### config.mk
export PLATFORM = sky130hd
export DESIGN_NAME = note_tone_gen
export DESIGN_NICKNAME = d
export VERILOG_FILES = /design/src/rtl/note_tone_gen.sv
export SDC_FILE = /design/constraint.sdc
export NUM_CORES = 1
export LEC_CHECK = 0
export ABC_AREA = 1
export CAP_MARGIN = 25
export CORE_ASPECT_RATIO = 1.1
export CORE_UTILIZATION = 50
export DETAILED_ROUTE_END_ITERATION = 16
export DONT_BUFFER_PORTS = 1
export GPL_ROUTABILITY_DRIVEN = 0
export HOLD_SLACK_MARGIN = 0.03
export PLACE_DENSITY = 0.63
export SYNTH_ARGS = -nofsm -noshare
export SYNTH_HDL_FRONTEND = slang
export SYNTH_SLANG_ARGS = --single-unit
### constraint.sdc
create_clock -name clk -period 4.1 [get_ports clk]
set_input_delay 0.82 -clock clk [delete_from_list [all_inputs] [get_ports clk]]
set_output_delay 0.82 -clock clk [all_outputs]
set_load 0.1 [all_outputs]
### src/rtl/note_tone_gen.sv
// Note-code to square-wave speaker driver. Codes 0..24 play C4 plus n semitones,
// codes 25..31 are rest; every code change restarts the waveform from a low phase.
module note_tone_gen #(
  parameter int CLK_HZ    = 50_000_000,
  parameter int DIV_SHIFT = 0,
  parameter int DIV_W     = 18
) (
  input  logic       clk,
  input  logic       rst_n,
  input  logic [4:0] note_in,
  input  logic       mute,
  output logic       spk,
  output logic       tone_active,
  output logic       note_strobe
);

  localparam logic [4:0] LAST_TONE = 5'd24;
  localparam logic [4:0] REST_CODE = 5'd25;

  typedef enum logic {REST, TONE} state_t;

  // Equal-tempered pitches in micro-hertz so the rounding below stays exact in integers.
  function automatic longint unsigned freq_uhz(input int n);
    case (n)
      0:  return 64'd261625565;
      1:  return 64'd277182631;
      2:  return 64'd293664768;
      3:  return 64'd311126984;
      4:  return 64'd329627557;
      5:  return 64'd349228231;
      6:  return 64'd369994423;
      7:  return 64'd391995436;
      8:  return 64'd415304698;
      9:  return 64'd440000000;
      10: return 64'd466163762;
      11: return 64'd493883301;
      12: return 64'd523251131;
      13: return 64'd554365262;
      14: return 64'd587329536;
      15: return 64'd622253967;
      16: return 64'd659255114;
      17: return 64'd698456463;
      18: return 64'd739988845;
      19: return 64'd783990872;
      20: return 64'd830609395;
      21: return 64'd880000000;
      22: return 64'd932327523;
      23: return 64'd987766603;
      24: return 64'd1046502261;
      default: return 64'd0;
    endcase
  endfunction

  // round(CLK_HZ / (2*f)) >> DIV_SHIFT, never below one cycle for a playable code
  function automatic longint unsigned half_calc(input int n);
    longint unsigned f;
    longint unsigned h;
    f = freq_uhz(n);
    if (f == 64'd0) return 64'd0;
    h = ((64'(CLK_HZ) * 64'd1_000_000 + f) / (64'd2 * f)) >> DIV_SHIFT;
    if (h == 64'd0) h = 64'd1;
    return h;
  endfunction

  logic [31:0][DIV_W-1:0] half_tab;

  for (genvar i = 0; i < 32; i++) begin : g_half
    localparam longint unsigned HV = half_calc(i);
    assign half_tab[i] = DIV_W'(HV);
  end

  logic [4:0]       cur_note;
  logic [DIV_W-1:0] cnt;
  logic [DIV_W-1:0] half;
  logic             change;
  logic             playing;
  logic             wrap;
  state_t           state, state_nxt;

  assign change  = (note_in != cur_note);
  assign playing = (cur_note <= LAST_TONE) && !mute;
  assign half    = half_tab[cur_note];
  assign wrap    = (cnt == half - DIV_W'(1));

  // cur_note always follows note_in, so the next state depends only on the inputs
  always_comb begin
    state_nxt = REST;
    if ((note_in <= LAST_TONE) && !mute) state_nxt = TONE;
  end

  always_ff @(posedge clk or negedge rst_n) begin
    if (!rst_n) state <= REST;
    else        state <= state_nxt;
  end

  assign tone_active = (state == TONE);

  always_ff @(posedge clk or negedge rst_n) begin
    if (!rst_n) begin
      cur_note    <= REST_CODE;
      cnt         <= '0;
      spk         <= 1'b0;
      note_strobe <= 1'b0;
    end else begin
      cur_note    <= note_in;
      note_strobe <= change;
      if (change || !playing) begin
        cnt <= '0;
        spk <= 1'b0;
      end else if (wrap) begin
        cnt <= '0;
        spk <= ~spk;
      end else begin
        cnt <= cnt + DIV_W'(1);
      end
    end
  end

endmodule

Fig. 1: run 1, met3 routing
Scale: 8 px per micron.
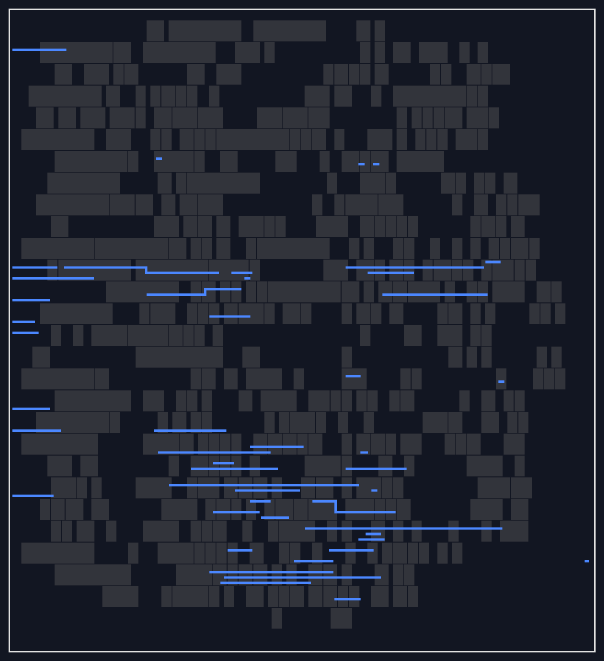
main direction: horizontal
wire length on this layer: 320 microns
share of all routed wire: 4.8%
longest straight run: 24.4 microns
nets with wire on the layer: 35

Fig. 2: run 1, the metal 1 layer
Scale: 6 px per micron. Supply wires on this layer in grey.
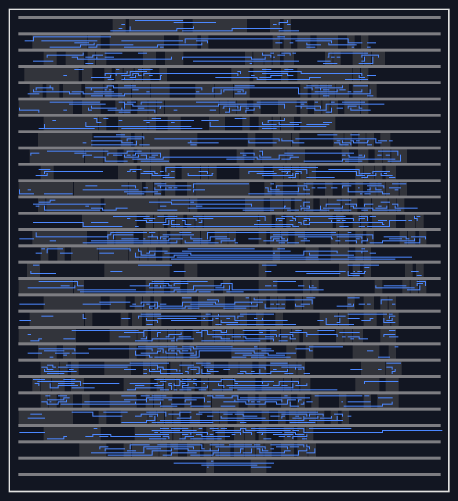
longest straight run: 37.3 microns
nets with wire on the layer: 421
wire length on this layer: 3370 microns
share of all routed wire: 51%
GR Util met1: 0.377
final WL: 6660 microns
Vias: 2647

==> run_results.csv, run 1 <==
group,metric,value,unit
cells_and_area,n_clock_buffer,3,
timing,hold_ws,0.227,ns
floorplanning,rows,28,
cells_and_area,buf_share,0.00778,
worst_setup_path,reg2reg_slack,0.51,ns
job,cap_violations,0,
cells_and_area,lay_top_cells,"nand2_1, nand3_1, inv_1",
synthesis,top_cell,"nand2_1",
pwr,p_seq_frac,0.392,
worst_setup_path,worst_path_largest_cell_delay,0.61,ns
floorplanning,tap-cell-count,75,
synthesis,top_cells_by_count,"nand2_1, nand3_1, inv_1",
pwr,p_seq,0.277,mW
grt,grt_max_degree,27,
timing,max_freq,279,MHz
cells_and_area,fill_cells,566,
worst_setup_path,crit_top_cell,"nand2_1",
timing,grt_setup_unrepaired,"no",
floorplanning,die-area,5850,sq um
clock_network,htreeDepth,1,
cells_and_area,final_util,0.540,
floorplanning,fp_util,0.518,
worst_setup_path,path_class,"reg -> reg",
pwr,vdd_ir_drop_max,0.000281,V
synthesis,edf_count,0,
worst_setup_path,crit_path_start_kind,"flip-flop",
job,tool_warnings,35,
floorplanning,chipHeight,80.1,microns
cells_and_area,seq_share,0.226,
worst_setup_path,crit_path_start,"cur_note[0]$_DFF_PN1_",
worst_setup_path,cp_num_buf_inv,3,
synthesis,ys_warn_count,0,
cells_and_area,nNetsFinal,453,
synthesis,netlist_area,2770,sq um
synthesis,floorplan.nets,452,
cells_and_area,dominant_cells,"multi-input combinational cells",
timing,setup_tns,0,ns
cells_and_area,comb_area_frac,0.643,
clock_network,numCtsBuffers,3,
timing,final-setup-viol-count,0,
clock_network,cts.sinks,26,
pwr,leakage,1.40,nW
cells_and_area,comb_cells,346,
grt,grt_pass1_vias,2523,
pwr,p_int,0.463,mW
timing,fin_worst_skew,0.0139,ns
cells_and_area,syn_to_final_growth,4.42,%
grt,antenna_found_initial,0,
pwr,switching_share,0.344,
cells_and_area,n_antenna_cell,0,
cells_and_area,nNonClkInverters,51,
pwr,powerDensity,243,nW/um^2
clock_network,holdBufCountCts,0,
synthesis,synth_top_area_share,0.207,
pwr,pg_clk,0.213,mW
cells_and_area,logic_area,1860,sq um
timing,worstMarginPinSlew,0.936,ns
synthesis,ys_cells,430,
cells_and_area,drive_gt1_frac,0.123,
pwr,p_comb,0.215,mW
timing,relSlewSlack,0.376,
worst_setup_path,slowest_stage,"dfstp_2",
placed_design,place_inst,501,
grt,grt.overflow.total,0,
route,routedWlPerCell,13.2,microns
floorplanning,core_region_area,5360,sq um
cells_and_area,ff_latch_area,654,sq um
cells_and_area,fin_cells,505,
status,status,"finished, final reports clean",
timing,period_used_share,0.875,
synthesis,synth_area_per_cell,6.45,sq um
synthesis,async_reset_ff_frac,1.00,
clock_network,clk_pin_slew,0.10,ns
route,initialDrtViolationCount,202,
clock_network,cts_tree,"built",
worst_setup_path,worst_r2r_endpoint,"cnt[4]$_DFF_PN0_",
worst_setup_path,required,4.25,ns
placed_design,io_buffer_count,0,
synthesis,synth.largest_area_cell,"dfrtp_1",
route,drc,0,
timing,finalCriticalPeriod,3.59,ns
grt,grtUsageTotal,0.256,
clock_network,postCtsSetupBuffers,0,
clock_network,clock.latency.late_pin,0.28,ns
worst_setup_path,worstPathArrival,3.74,ns
hold_path,hold_path_class,"in -> async",
synthesis,synth-main-ff-cell,"dfrtp_1",
synthesis,ys.flops,26,
worst_setup_path,crit_family,"simple AND/OR/NAND/NOR gates",
synthesis,ys_chip_area,2770,sq um
floorplanning,num_io_pins,11,
Fig. 3: run 1, metal 2
Scale: 6 px per micron.
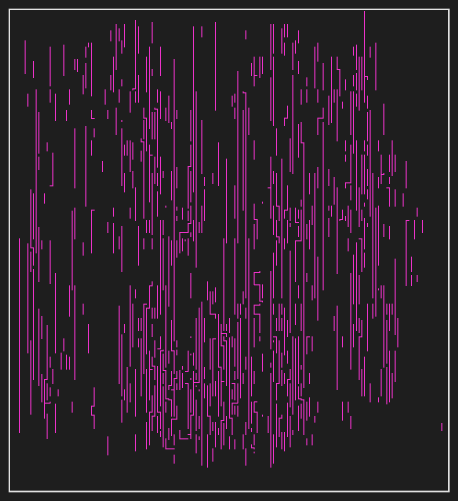
wire length on this layer: 2820 microns
main direction: vertical
longest straight run: 46.9 microns
GRT met2 Usage: 0.395

Fig. 4: run 1, the metal 4 layer
Scale: 4 px per micron. Supply wires on this layer in grey.
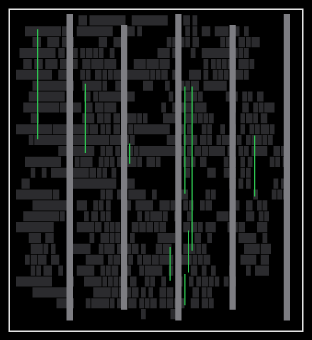
longest straight run: 40.8 microns
share of all routed wire: 2.4%
main direction: vertical
nets with wire on the layer: 9

-- run 1: routing by layer --
| metal | global-route usage | share of wire |
|---|---|---|
| met5 | 0 | 0 |
| met4 | 0.0725 | 0.024 |
| met3 | 0.0238 | 0.048 |
| met2 | 0.395 | 0.42 |
| met1 | 0.377 | 0.51 |
-- run 1: state kept, by name (all words and copies together), names as in the netlist --
register,cells
cnt,18
cur_note,5
note_strobe,1
spk,1
tone_active,1
-- run 1: worst reg2reg max path, cell delays in order (launching register included) --
cell	delay, ns
dfstp_2	0.61
inv_1	0.14
ha_1	0.36
nand2_1	0.19
nand2_1	0.09
o21ai_1	0.15
nand2_1	0.10
inv_2	0.09
ha_1	0.20
nand3_2	0.10
nor2_4	0.20
nand2_4	0.11
nor2_2	0.13
nand3_1	0.08
nand2_1	0.08
nand2_1	0.05
nor2_1	0.13
nand3_1	0.16
o21ai_4	0.15
buf_4	0.28
nor2_1	0.08
-- run 1: metrics by stage --
stage	setup WS, ns	power, mW	area, sq um
after detailed placement	0.522	0.494	2830
after global routing	0.189	0.746	2900
after CTS	0.497	0.709	2900
after floorplan	0.965	0.456	2770
final	0.512	0.705	2900
after global placement	0.544	0.495	2830
-- run 1: worst max path at each step --
stage	slack [ns]	depth (start not counted)	to
finish	0.51	20	cnt[4]$_DFF_PN0_
global route	0.19	20	cnt[2]$_DFF_PN0_
CTS	0.50	20	cnt[4]$_DFF_PN0_
detailed placement	0.52	20	cnt[4]$_DFF_PN0_
global placement	0.54	20	cnt[17]$_DFF_PN0_
floorplan	0.97	20	cnt[16]$_DFF_PN0_
-- run 1: kinds of logic after synthesis --
group,Yosys count,share of synthesized area
AOI/OAI and AO/OA,21,0.0501
xor gates and xnor gates,24,0.0758
adders and majority gates,14,0.0631
buffers and inverters,58,0.0925
DFF,26,0.236
and+or+nand+nor,287,0.483
==> run 2: changes to the inputs <==
CORE_MARGIN = 4   (was unset)
GPL_ROUTABILITY_DRIVEN = unset   (was 0)
Fig. 5: run 2, metal 2
Scale: 6 px per micron.
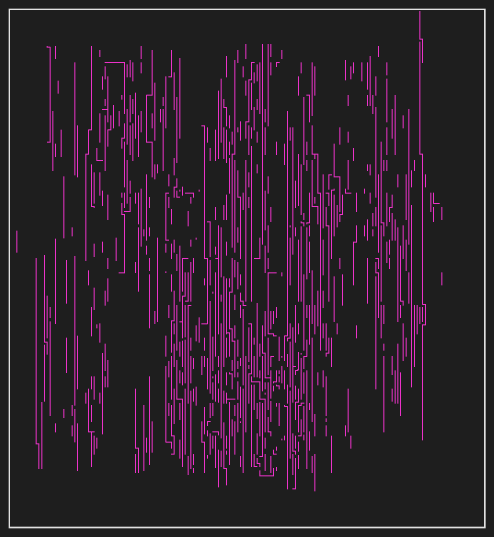
longest straight run: 37.4 microns
nets with wire on the layer: 352

==> run 2 against run 1 <==
Synthesized cell count is the same. Non-clock buffer count is 1 higher. Worst hold slack worse by 0.0015 ns. Sequential power about the same. Critical endpoint is now cnt[0]$_DFF_PN0_. Combinational power about the same. Via count increased by 1.5%. Area after synthesis unchanged. Worst setup slack lost 0.037 ns.
==> run_results.csv, run 2 <==
group,metric,value,unit
route,drc,0,
synthesis,synth_seq_share,0.236,
timing,hold_ws,0.226,ns
placed_design,place_inst,502,
synthesis,yosysUniqueCellTypes,34,
synthesis,area_leaders,"dfrtp_1, nand2_1, nand3_1",
placed_design,place_hpwl,5480,microns
worst_setup_path,crit_path_start_kind,"flip-flop",
timing,setup_slack,0.474,ns
route,vias,2686,
timing,grt_setup_unrepaired,"no",
synthesis,ys.flops,26,
floorplanning,chipHeight,86.1,microns
cells_and_area,lay_top_cells,"nand2_1, nand3_1, inv_1",
route,via_per_inst,5.31,
placed_design,gp_congestion,0.937,
job,tool_warnings,35,
cells_and_area,top_register,"cnt",
cells_and_area,largestRegisters,"cnt (18), cur_note (5)",
floorplanning,fp_util,0.514,
cells_and_area,final_util,0.538,
worst_setup_path,crit_fanout,18,
cells_and_area,final_common_cell,"nand2_1",
synthesis,synth_area_per_cell,6.45,sq um
worst_setup_path,cp_num_buf_inv,4,
cells_and_area,n_antenna_cell,0,
worst_setup_path,slowest_stage,"dfstp_2",
route,antenna_left,0,
timing,relSlewSlack,0.389,
placed_design,preCtsSetupSlack,0.502,ns
worst_setup_path,endpoint_kind,"flip-flop",
worst_setup_path,crit_path_start,"cur_note[0]$_DFF_PN1_",
synthesis,top_cells_by_count,"nand2_1, nand3_1, inv_1",
worst_setup_path,crit_top_cell,"nand2_1",
job,cap_violations,0,
floorplanning,die-area,6800,sq um
synthesis,ys_warn_count,0,
worst_setup_path,required,4.26,ns
clock_network,htreeDepth,1,
pwr,vdd_ir_drop_max,0.000256,V
timing,final-setup-viol-count,0,
clock_network,postCtsSetupBuffers,0,
worst_setup_path,path_class,"reg -> reg",
synthesis,floorplan.nets,452,
clock_network,cts_resized,0,
route,initialDrtViolationCount,143,
cells_and_area,design_area,2900,sq um
grt,antenna_found_initial,0,
synthesis,top_cell,"nand2_1",
cells_and_area,fin_cells,506,
cells_and_area,largest_reg_flops,18,
pwr,powerDensity,243,nW/um^2
route,first_pass_iters,5,
timing,finalCriticalPeriod,3.63,ns
clock_network,cts_tree,"built",
synthesis,synth.largest_area_cell,"dfrtp_1",
floorplanning,num_io_pins,11,
synthesis,ys_chip_area,2770,sq um
pwr,p_total,0.705,mW
synthesis,ys_cells,430,
clock_network,cts.path.max_buffers,2,
pwr,leakage,1.41,nW
placed_design,io_buffer_count,0,
floorplanning,die_width,79.0,microns
grt,grt_pass1_vias,2681,
timing,hold_violations,0,
worst_setup_path,worstPathArrival,3.78,ns
clock_network,numCtsBuffers,3,
cells_and_area,fill_cells,560,
grt,grtUsageTotal,0.226,
timing,worstMarginPinSlew,0.916,ns
worst_setup_path,worst_path_largest_cell_delay,0.62,ns
floorplanning,core_region_area,5400,sq um
timing,setup_tns,0,ns
grt,grt.overflow.total,0,
clock_network,clk_pin_slew,0.09,ns
clock_network,root_buffer,"clkbuf_8",
synthesis,netlist_area,2770,sq um
grt,grt_max_degree,27,
grt,grt_pass1_wl,12400,microns
worst_setup_path,rr_startpoint,"cur_note[0]$_DFF_PN1_",
route,routedWlPerCell,13.5,microns
floorplanning,rows,28,
cells_and_area,syn_to_final_growth,4.69,%
hold_path,hold_path_class,"in -> async",
worst_setup_path,cp_cell_sequence,"inv_1, ha_1, nand2_1, nand2_1, o21ai_1, nand2_1, inv_2, ha_1, nand3_2, nor2_4, nand2_4, nor2_4, nand3_1, nand2_1, nand3_1, nor2_2, inv_2, o21ai_4, buf_4, nor2_1",
synthesis,synth-main-ff-cell,"dfrtp_1",
cells_and_area,nNetsFinal,454,
worst_setup_path,crit_family,"simple AND/OR/NAND/NOR gates",
clock_network,cts.sinks,26,
timing,max_freq,276,MHz
synthesis,synth_top_area_share,0.207,
synthesis,async_reset_ff_frac,1.00,
placed_design,place_area,2830,sq um
cells_and_area,drive_gt1_frac,0.125,
timing,period_used_share,0.884,
status,status,"finished, final reports clean",
clock_network,holdBufCountCts,0,
synthesis,synthCells,430,
synthesis,edf_count,0,
timing,finalMaxSlewViolations,0,
route,wl,6840,microns
Fig. 6: run 2, clock network drawn from the DEF
Scale: 3 px per micron.
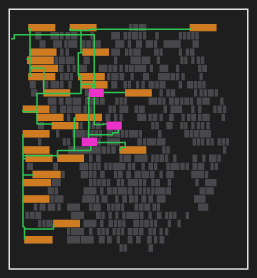
legend:
  magenta:
    item: clock drivers
    count: 3
  orange:
    item: flip-flops
    count: 26
  green:
    item: clock wires
    length: 350 microns
routed clock nets: 4
clock power share: 0.303
clock skew: 0.00820 ns
Worst-Skew Late Latency: 0.27 ns
clock network power: 0.213 mW

==> run 2: cell counts after synthesis <==
Identical to the previous run, type by type.
==> run 2: report_power, final <==
| part | switching, mW | internal [mW] | total, mW |
|---|---|---|---|
| Sequential | 0.0130 | 0.261 | 0.274 |
| Combinational | 0.146 | 0.0712 | 0.217 |
| Clock | 0.0827 | 0.131 | 0.213 |
==> run 2: kinds of logic (layout without fill, tap and decap cells) <==
group / count (synthesis) / in the layout / share of synthesized area
AOI/OAI and AO/OA: 21 / 21 / 0.0501
xor gates and xnor gates: 24 / 24 / 0.0758
adders and majority gates: 14 / 14 / 0.0631
buffers and inverters: 58 / 59 / 0.0925
DFF: 26 / 26 / 0.236
and+or+nand+nor: 287 / 287 / 0.483
==> run 2: layer usage <==
metal / vias to the layer above / part of all wire / global-route usage
li1: 1363 / - / -
met1: 1221 / 0.48 / 0.309
met2: 89 / 0.44 / 0.366
met3: 13 / 0.055 / 0.0389
met4: 0 / 0.023 / 0.0656
met5: - / 0 / 0
==> run 2: cell type report <==
class / instances / area (sq um) / share of cell area
multi-input combinational: 346 / 1860 / 0.642
timing repair buffer: 4 / 30.0 / 0.0103
sequential: 26 / 654 / 0.225
tap: 75 / 93.8 / 0.0323
clock inverter: 1 / 30.0 / 0.0103
clock buffer: 3 / 41.3 / 0.0142
inverter: 51 / 191 / 0.0659
==> run 2: path summary, 6_finish.rpt <==
path,end,slack (ns),cells after the start
setup / recovery,cnt[0]$_DFF_PN0_,0.47,20
hold / removal,spk$_DFFE_PN0P_,0.23,0
setup reg to reg,cnt[0]$_DFF_PN0_,0.47,20
hold reg to reg,cnt[0]$_DFF_PN0_,0.57,1
max in group asynchronous,cur_note[3]$_DFF_PN1_,3.69,0
min in group clk,cur_note[0]$_DFF_PN1_,0.54,0
==> run 3: changes to the inputs <==
CORE_MARGIN = unset   (was 4)
Fig. 7: run 3, congestion heat map
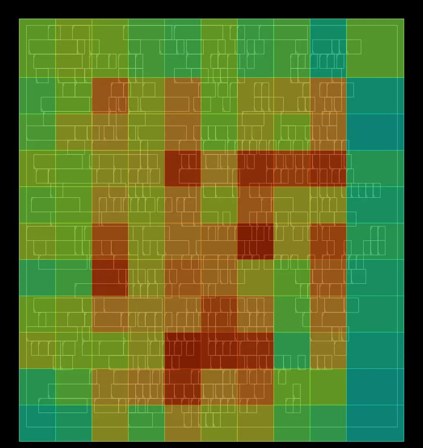
GRT met2 Usage: 0.404
GR Util met1: 0.363
routed len/inst: 13.6 microns
Tot GR Track Use: 0.259

==> run 3 against run 2 <==
Clock power is essentially flat. Critical endpoint unchanged. Fmax is essentially flat. Worst hold slack lost 0.0019 ns. Combinational power is essentially flat. Sequential power grew 2%. Sequential share of layout area grew 0.058 points. Clock skew shrank 0.0034 ns. First-iteration DRC count grew 5.6%. Largest cell class unchanged. Worst setup slack gained 0.0023 ns.
==> run_results.csv, run 3 <==
group,metric,value,unit
timing,final-setup-viol-count,0,
synthesis,edf_count,0,
clock_network,cts.path.max_buffers,2,
timing,finalMaxSlewViolations,0,
timing,setup_tns,0,ns
timing,grt_setup_unrepaired,"no",
synthesis,area_leaders,"dfrtp_1, nand2_1, nand3_1",
cells_and_area,fin_cells,505,
worst_setup_path,endpoint_kind,"flip-flop",
synthesis,floorplan.nets,452,
placed_design,gp_congestion,0.918,
worst_setup_path,crit_path_start_kind,"flip-flop",
cells_and_area,n_antenna_cell,0,
worst_setup_path,path_class,"reg -> reg",
worst_setup_path,worst_path_largest_cell_delay,0.62,ns
synthesis,synth_area_per_cell,6.45,sq um
clock_network,htreeDepth,1,
clock_network,postCtsSetupBuffers,0,
clock_network,clk_pin_slew,0.09,ns
timing,relSlewSlack,0.385,
floorplanning,rows,28,
placed_design,place_area,2830,sq um
grt,grt.busiest_layer,"met2",
grt,grt_max_degree,27,
synthesis,ys_warn_count,0,
clock_network,cts.sinks,26,
synthesis,top_cells_by_count,"nand2_1, nand3_1, inv_1",
cells_and_area,nNetsFinal,453,
synthesis,synthCells,430,
worst_setup_path,worst_r2r_endpoint,"cnt[0]$_DFF_PN0_",
synthesis,ys_chip_area,2770,sq um
synthesis,yosysUniqueCellTypes,34,
floorplanning,die-area,5850,sq um
grt,antenna_found_initial,0,
synthesis,top_cell,"nand2_1",
floorplanning,chipHeight,80.1,microns
synthesis,async_reset_ff_frac,1.00,
worst_setup_path,cp.depth,20,
route,antenna_left,0,
status,status,"finished, final reports clean",
worst_setup_path,required,4.26,ns
placed_design,preCtsSetupSlack,0.506,ns
worst_setup_path,reg2reg_slack,0.48,ns
synthesis,ys_cells,430,
worst_setup_path,worstPathArrival,3.79,ns
pwr,vdd_ir_drop_max,0.000230,V
synthesis,synth.largest_area_cell,"dfrtp_1",
worst_setup_path,cp_num_buf_inv,3,
placed_design,io_buffer_count,0,
worst_setup_path,crit_fanout,18,
worst_setup_path,crit_top_cell,"nand2_1",
clock_network,root_buffer,"clkbuf_8",
cells_and_area,largestRegisters,"cnt (18), cur_note (5)",
worst_setup_path,rr_startpoint,"cur_note[0]$_DFF_PN1_",
cells_and_area,final_util,0.540,
route,via_per_inst,5.23,
clock_network,holdBufCountCts,0,
route,first_pass_iters,7,
cells_and_area,lay_top_cells,"nand2_1, nand3_1, inv_1",
worst_setup_path,slowest_stage,"dfstp_2",
job,cap_violations,0,
pwr,p_total,0.709,mW
grt,grt_pass1_vias,2538,
timing,hold_ws,0.224,ns
cells_and_area,syn_to_final_growth,4.42,%
clock_network,clock.latency.late_pin,0.28,ns
synthesis,synth_seq_share,0.236,
timing,setup_slack,0.477,ns
hold_path,hold_path_class,"in -> async",
grt,grt_pass1_wl,11700,microns
cells_and_area,fill_cells,559,
floorplanning,num_io_pins,11,
timing,max_freq,276,MHz
clock_network,cts_tree,"built",
timing,period_used_share,0.884,
Fig. 8: run 3, met3 routing
Scale: 8 px per micron.
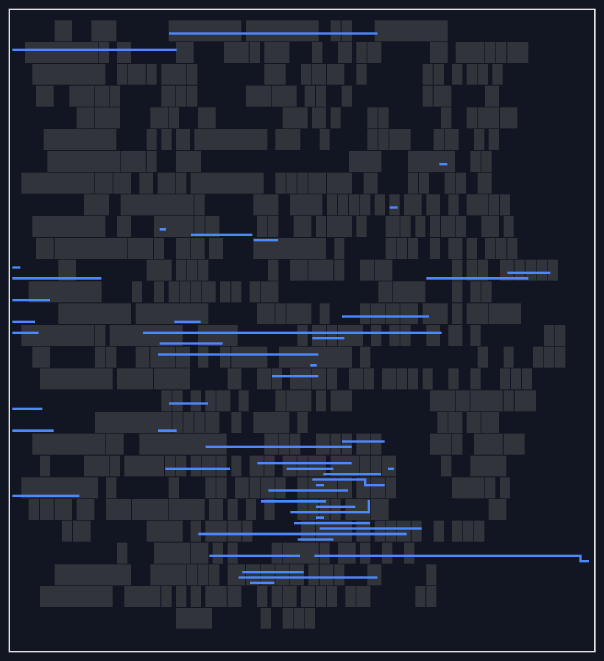
wire length on this layer: 430 microns
share of all routed wire: 6.3%
main direction: horizontal
longest straight run: 37.0 microns
Vias: 2641
met3 Use GR: 0.0452
final WL: 6860 microns

run 3: cell counts after synthesis:
No cell type changed its count.
run 3: how the worst max path moves through the flow:
stage	startpoint	endpoint	slack, ns
after detailed placement	cur_note[0]$_DFF_PN1_	cnt[1]$_DFF_PN0_	0.51
after global routing	cur_note[0]$_DFF_PN1_	cnt[1]$_DFF_PN0_	0.11
after floorplan	cur_note[0]$_DFF_PN1_	cnt[16]$_DFF_PN0_	0.97
after CTS	cur_note[0]$_DFF_PN1_	cnt[1]$_DFF_PN0_	0.47
after global placement	cur_note[0]$_DFF_PN1_	cnt[0]$_DFF_PN0_	0.55
final	cur_note[0]$_DFF_PN1_	cnt[0]$_DFF_PN0_	0.48
run 3: report_power, final:
group / internal [mW] / leakage, nW / switching [mW]
registers: 0.261 / 0.342 / 0.0175
logic: 0.0706 / 1.02 / 0.144
clock network: 0.131 / 0.0357 / 0.0852
total: 0.463 / 1.40 / 0.246
run 3: routing by layer:
metal / vias up / routed length, microns
li1: 1365 / -
met1: 1176 / 3260
met2: 86 / 3030
met3: 14 / 430
met4: 0 / 141
met5: - / 0
run 3: final cells by class:
cell class                 count  area (sq um)  share of cell area
multi-input combinational    346          1860               0.643
inverter                      51           191              0.0661
tap                           75          93.8              0.0324
timing repair buffer           3          22.5             0.00778
clock inverter                 1          30.0              0.0104
sequential                    26           654               0.226
clock buffer                   3          41.3              0.0143
run 3: logic make-up (layout without fill, tap and decap cells):
group | after synthesis | count (layout) | synth area share
AND-OR/OR-AND | 21 | 21 | 0.0501
AND/OR/NAND/NOR | 287 | 287 | 0.483
adder cells (fa/ha/maj) | 14 | 14 | 0.0631
buffers and inverters | 58 | 58 | 0.0925
flip-flops | 26 | 26 | 0.236
XOR/XNOR | 24 | 24 | 0.0758
No activity file was given, so power comes from the tool's default toggle rates.
